`config.mk`:
```
export PLATFORM = sky130hd
export DESIGN_NAME = scroll_executor
export DESIGN_NICKNAME = d
export VERILOG_FILES = /design/src/rtl/scroll_executor.sv
export SDC_FILE = /design/constraint.sdc
export NUM_CORES = 1
export LEC_CHECK = 0
export ABC_AREA = 1
export CORE_MARGIN = 2
export CORE_UTILIZATION = 42
export DETAILED_ROUTE_END_ITERATION = 8
export GPL_ROUTABILITY_DRIVEN = 1
export SETUP_SLACK_MARGIN = 0.5
export SKIP_CTS_REPAIR_TIMING = 1
export SYNTH_ARGS = -nofsm -noshare
export SYNTH_HDL_FRONTEND = slang
export SYNTH_SLANG_ARGS = --single-unit
```
`constraint.sdc`:
```
create_clock -name clk -period 7.6 [get_ports clk]
set_clock_uncertainty 0.15 [all_clocks]
set_input_delay 2.28 -clock clk [delete_from_list [all_inputs] [get_ports clk]]
set_output_delay 2.28 -clock clk [all_outputs]
set_load 0.05 [all_outputs]
```
`src/rtl/scroll_executor.sv`:
```
// Scroll engine: copies text lines inside a region by a step and then blanks the vacated lines.
// Latency 2 + 2*C*COLUMNS + S*COLUMNS cycles; one request is buffered while busy, and any further request is dropped with an overflow pulse.
module scroll_executor #(
    parameter int              LINES      = 24,
    parameter int              COLUMNS    = 80,
    parameter int              DATA_W     = 16,
    parameter int              ADDR_W     = 12,
    parameter logic [DATA_W-1:0] BLANK_WORD = 16'h0020
) (
    input  logic              clk,
    input  logic              rst,
    input  logic              scroll_req,
    input  logic              scroll_dir,
    input  logic [7:0]        scroll_step,
    input  logic [7:0]        scroll_top,
    input  logic [7:0]        scroll_bottom,
    output logic              busy,
    output logic              done,
    output logic              overflow,
    output logic              ram_en,
    output logic              ram_we,
    output logic [ADDR_W-1:0] ram_addr,
    output logic [DATA_W-1:0] ram_wdata,
    input  logic [DATA_W-1:0] ram_rdata
);

    localparam int                COL_W    = $clog2(COLUMNS);
    localparam logic [COL_W-1:0]  COL_LAST = COL_W'(COLUMNS - 1);
    localparam logic [ADDR_W-1:0] COL_STEP = ADDR_W'(COLUMNS);

    typedef enum logic [2:0] {S_IDLE, S_SETUP, S_RD, S_WR, S_CLR, S_FIN} state_t;

    typedef struct packed {
        logic       dir;
        logic [7:0] step;
        logic [7:0] top;
        logic [7:0] bottom;
    } req_t;

    state_t            state_q, state_d;
    req_t              cur_q, cur_d, pend_q, pend_d, req_in;
    logic              pend_vld_q, pend_vld_d;
    logic [COL_W-1:0]  col_q, col_d;
    logic [7:0]        copy_left_q, copy_left_d;
    logic [7:0]        clr_left_q, clr_left_d;
    logic [ADDR_W-1:0] src_q, src_d, dst_q, dst_d, clr_q, clr_d;
    logic              busy_q, busy_d, done_q, done_d;

    logic [7:0] height, eff_step, copy_lines;
    logic       invalid;

    function automatic logic [ADDR_W-1:0] line_base(input logic [7:0] line);
        return ADDR_W'(line) * COL_STEP;
    endfunction

    assign req_in     = '{dir: scroll_dir, step: scroll_step, top: scroll_top, bottom: scroll_bottom};
    assign height     = cur_q.bottom - cur_q.top + 8'd1;
    assign eff_step   = (cur_q.step == 8'd0) ? 8'd1 : ((cur_q.step > height) ? height : cur_q.step);
    assign copy_lines = height - eff_step;
    assign invalid    = (cur_q.top > cur_q.bottom) || (cur_q.bottom >= 8'(LINES));

    always_comb begin
        state_d     = state_q;
        cur_d       = cur_q;
        pend_d      = pend_q;
        pend_vld_d  = pend_vld_q;
        col_d       = col_q;
        copy_left_d = copy_left_q;
        clr_left_d  = clr_left_q;
        src_d       = src_q;
        dst_d       = dst_q;
        clr_d       = clr_q;
        overflow    = 1'b0;

        // A request landing while the slot drains in IDLE refills the slot.
        if (state_q == S_IDLE) begin
            if (pend_vld_q) begin
                cur_d      = pend_q;
                pend_vld_d = scroll_req;
                if (scroll_req) begin
                    pend_d = req_in;
                end
                state_d = S_SETUP;
            end else if (scroll_req) begin
                cur_d   = req_in;
                state_d = S_SETUP;
            end
        end else if (scroll_req) begin
            if (!pend_vld_q) begin
                pend_d     = req_in;
                pend_vld_d = 1'b1;
            end else begin
                overflow = rst;
            end
        end

        case (state_q)
            S_SETUP: begin
                col_d       = '0;
                copy_left_d = copy_lines;
                clr_left_d  = eff_step;
                if (!cur_q.dir) begin
                    dst_d = line_base(cur_q.top);
                    src_d = line_base(cur_q.top + eff_step);
                    clr_d = line_base(cur_q.bottom - eff_step + 8'd1);
                end else begin
                    dst_d = line_base(cur_q.bottom);
                    src_d = line_base(cur_q.bottom - eff_step);
                    clr_d = line_base(cur_q.top);
                end
                if (invalid) begin
                    state_d = S_FIN;
                end else if (copy_lines == 8'd0) begin
                    state_d = S_CLR;
                end else begin
                    state_d = S_RD;
                end
            end
            S_RD: state_d = S_WR;
            S_WR: begin
                if (col_q == COL_LAST) begin
                    col_d       = '0;
                    copy_left_d = copy_left_q - 8'd1;
                    src_d       = cur_q.dir ? (src_q - COL_STEP) : (src_q + COL_STEP);
                    dst_d       = cur_q.dir ? (dst_q - COL_STEP) : (dst_q + COL_STEP);
                    state_d     = (copy_left_q == 8'd1) ? S_CLR : S_RD;
                end else begin
                    col_d   = col_q + 1'b1;
                    state_d = S_RD;
                end
            end
            S_CLR: begin
                if (col_q == COL_LAST) begin
                    col_d      = '0;
                    clr_left_d = clr_left_q - 8'd1;
                    clr_d      = clr_q + COL_STEP;
                    state_d    = (clr_left_q == 8'd1) ? S_FIN : S_CLR;
                end else begin
                    col_d = col_q + 1'b1;
                end
            end
            S_FIN:   state_d = S_IDLE;
            default: ;
        endcase

        busy_d = (state_d != S_IDLE);
        done_d = (state_d == S_FIN);
    end

    always_comb begin
        ram_en    = 1'b0;
        ram_we    = 1'b0;
        ram_addr  = '0;
        ram_wdata = '0;
        case (state_q)
            S_RD: begin
                ram_en   = 1'b1;
                ram_addr = src_q + ADDR_W'(col_q);
            end
            S_WR: begin
                ram_en    = 1'b1;
                ram_we    = 1'b1;
                ram_addr  = dst_q + ADDR_W'(col_q);
                ram_wdata = ram_rdata;
            end
            S_CLR: begin
                ram_en    = 1'b1;
                ram_we    = 1'b1;
                ram_addr  = clr_q + ADDR_W'(col_q);
                ram_wdata = BLANK_WORD;
            end
            default: ;
        endcase
    end

    assign busy = busy_q;
    assign done = done_q;

    always_ff @(posedge clk) begin
        if (!rst) begin
            state_q     <= S_IDLE;
            cur_q       <= '0;
            pend_q      <= '0;
            pend_vld_q  <= 1'b0;
            col_q       <= '0;
            copy_left_q <= '0;
            clr_left_q  <= '0;
            src_q       <= '0;
            dst_q       <= '0;
            clr_q       <= '0;
            busy_q      <= 1'b0;
            done_q      <= 1'b0;
        end else begin
            state_q     <= state_d;
            cur_q       <= cur_d;
            pend_q      <= pend_d;
            pend_vld_q  <= pend_vld_d;
            col_q       <= col_d;
            copy_left_q <= copy_left_d;
            clr_left_q  <= clr_left_d;
            src_q       <= src_d;
            dst_q       <= dst_d;
            clr_q       <= clr_d;
            busy_q      <= busy_d;
            done_q      <= done_d;
        end
    end

endmodule

```
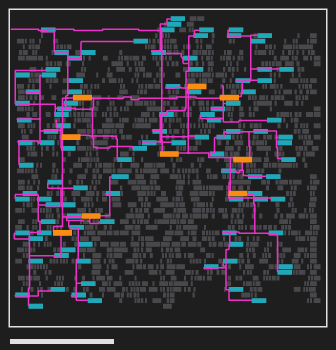
**Above:** clock wires, drivers and flops.
The bar under the picture is 50 um long.
legend:
  orange:
    item: cells driving clock nets
    count: 9
  cyan:
    item: flip-flops
    count: 103
  magenta:
    item: clock wires
    length: 1600 um
routed clock nets: 10
Worst-Skew Late Latency: 0.36 ns

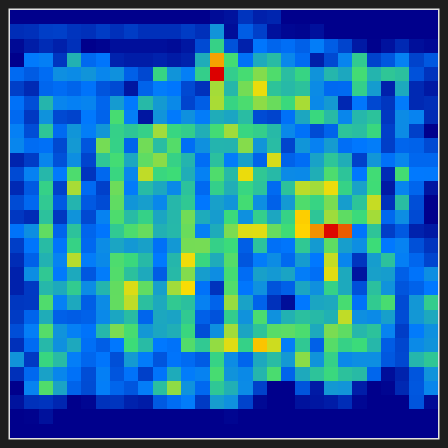
**Above:** signal metal coverage by tile.
30 x 30 tiles, from dark blue (low) to red (high), scaled to the fullest tile. Values are wire area over tile area, all layers added.
mean over tiles: 0.16
densest ninth of the die: center
tiles over half the peak: 12%
fullest tile: 0.60
nearly empty tiles: 13%
routed wire length: 24400 um
post-DR wirelength/cell: 14.3 um
GR Util All Layers: 20.9%
Vias: 8753

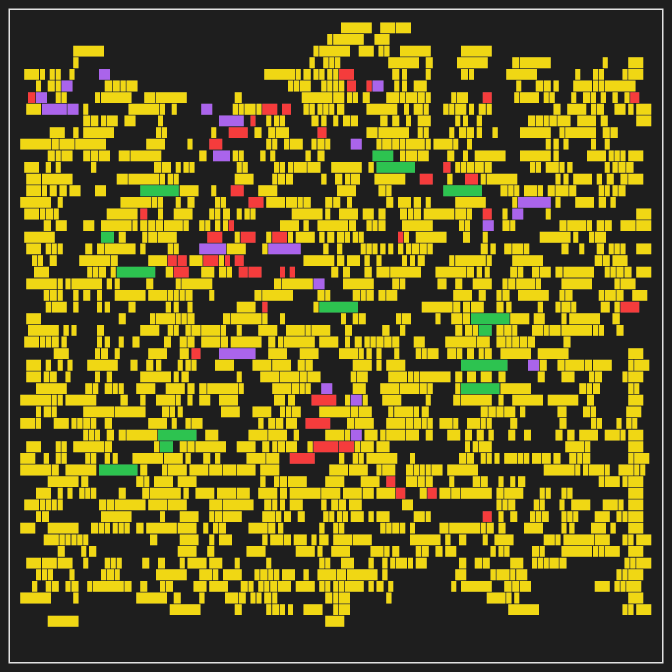
**Above:** cell sizes after repair.
legend:
  yellow:
    size: drive 1 or less
    cells: 1353
    share: 94%
  red:
    size: drive 2
    cells: 46
    share: 3.2%
  green:
    size: drive 6 and up
    cells: 14
    share: 0.98%
  purple:
    size: drive 3 to 4
    cells: 21
    share: 1.5%
post-route cell area: 10600 um^2
Signal buffers: 90
Area Overhead vs Synth: 14.9%
final setup margin: 1.06 ns

==> run notes <==
run results: status=finished, final reports clean, Max Fanout on Critical Path=10, fraction of registers with async set/reset=0%, Worst Max-Slew Pin Slew=1.03 ns, Log Warnings=38, synthesized flop and latch total=around 100, Critical Path Stages=36, Top cell by count, worst path=nand2_1, Mapped Area=about 9300 um^2, chip area=23200 um^2, CTS Sinks=103, Hold WS=~0.34 ns, critical path class=flip-flop to flip-flop, Initial DRC Count=about 540, fin crit share=86.1%, CP Launch Type=flip-flop, io pins=77, RSZ-0062 raised after global routing=no, Place WS=between 0.8 and 0.9 ns, Hold Crit Start=copy_left_q[4]$_SDFFE_PN0P_, worst endpoint data arrival time=around 6.6 ns, Mux area share=0%, most frequent cell after synthesis=nand2_1, First-pass DRT Iterations=5, Synth Area in Simple Gates=23.5%, first-pass GRT wire length=approximately 40000 um, Rows=~54, RR Startpoint=cur_q[1]$_SDFFE_PN0P_, Remaining DRCs=0, Final Non-Filler Cells=between 1500 and 2000, slowest CP cell=fa_1, CP delay by family, top=adder cells, crit end category=flip-flop, post-synth top area cell=dfxtp_1, R2R depth=36, Placement Cell Area=between 10000 and 15000 um^2, CP peak stage delay=0.46 ns, largest net degree at the start of global routing=approximately 70, number of global-route vias before repair=7988, Cell Type Count=between 50 and 60, crit path buf inv count=6, Antenna Nets Post-Route=0
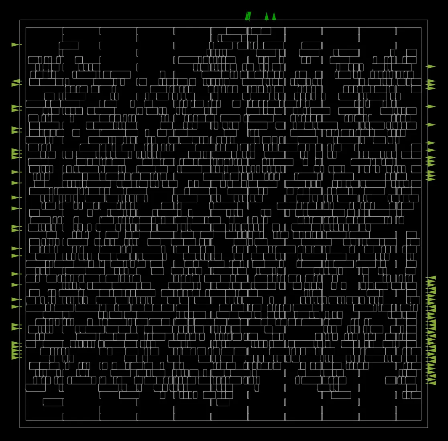
**Above:** placement view.
core area: 21700 um^2
Seq area share: 19.4%

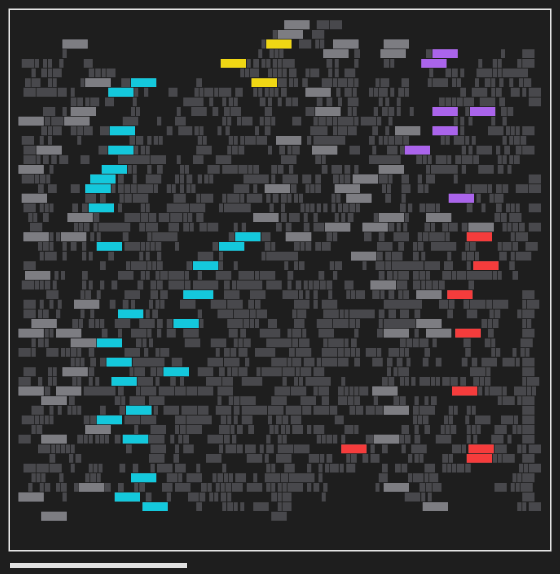
**Above:** register map, names as in the netlist.
The bar under the picture is 50 um long. Other sequential cells in the stronger gray, the rest of the logic in the fainter gray.
legend:
  yellow:
    name_in_the_netlist: state_q
    placed_flops: 3
  cyan:
    name_in_the_netlist: cur_q
    placed_flops: 25
  red:
    name_in_the_netlist: src_q
    placed_flops: 8
  purple:
    name_in_the_netlist: col_q
    placed_flops: 7
    where: upper right
not colored: 60
final core utilization: 49.0%
FF/Latch Area: 2070 um^2

## cell type report
type,instances,area (um^2),area share [%]
Clock buffer,10,239,2.25
Inverter,195,732,6.89
Multi-Input combinational cell,1030,6310,59.4
Sequential cell,103,2070,19.4
Tap cell,280,350,3.30
Timing Repair Buffer,90,861,8.10
Clock inverter,6,66.3,0.624
## routing by layer
layer	routed length, um	GRT usage [%]	vias up	share of wire, %
met5	0	0	-	0
met4	262	4.18	0	1.1
met3	1050	3.10	19	4.3
met2	11500	35.6	176	47
met1	11600	28.1	3937	48
li1	-	-	4621	-
## sequential cells by signal, summed over array words and instances (netlist names)
signal       flops
busy             1
clr_left_q       8
clr_q            8
col_q            7
copy_left_q      8
cur_q           25
done             1
dst_q            8
pend_q          25
pend_vld_q       1
src_q            8
state_q          3
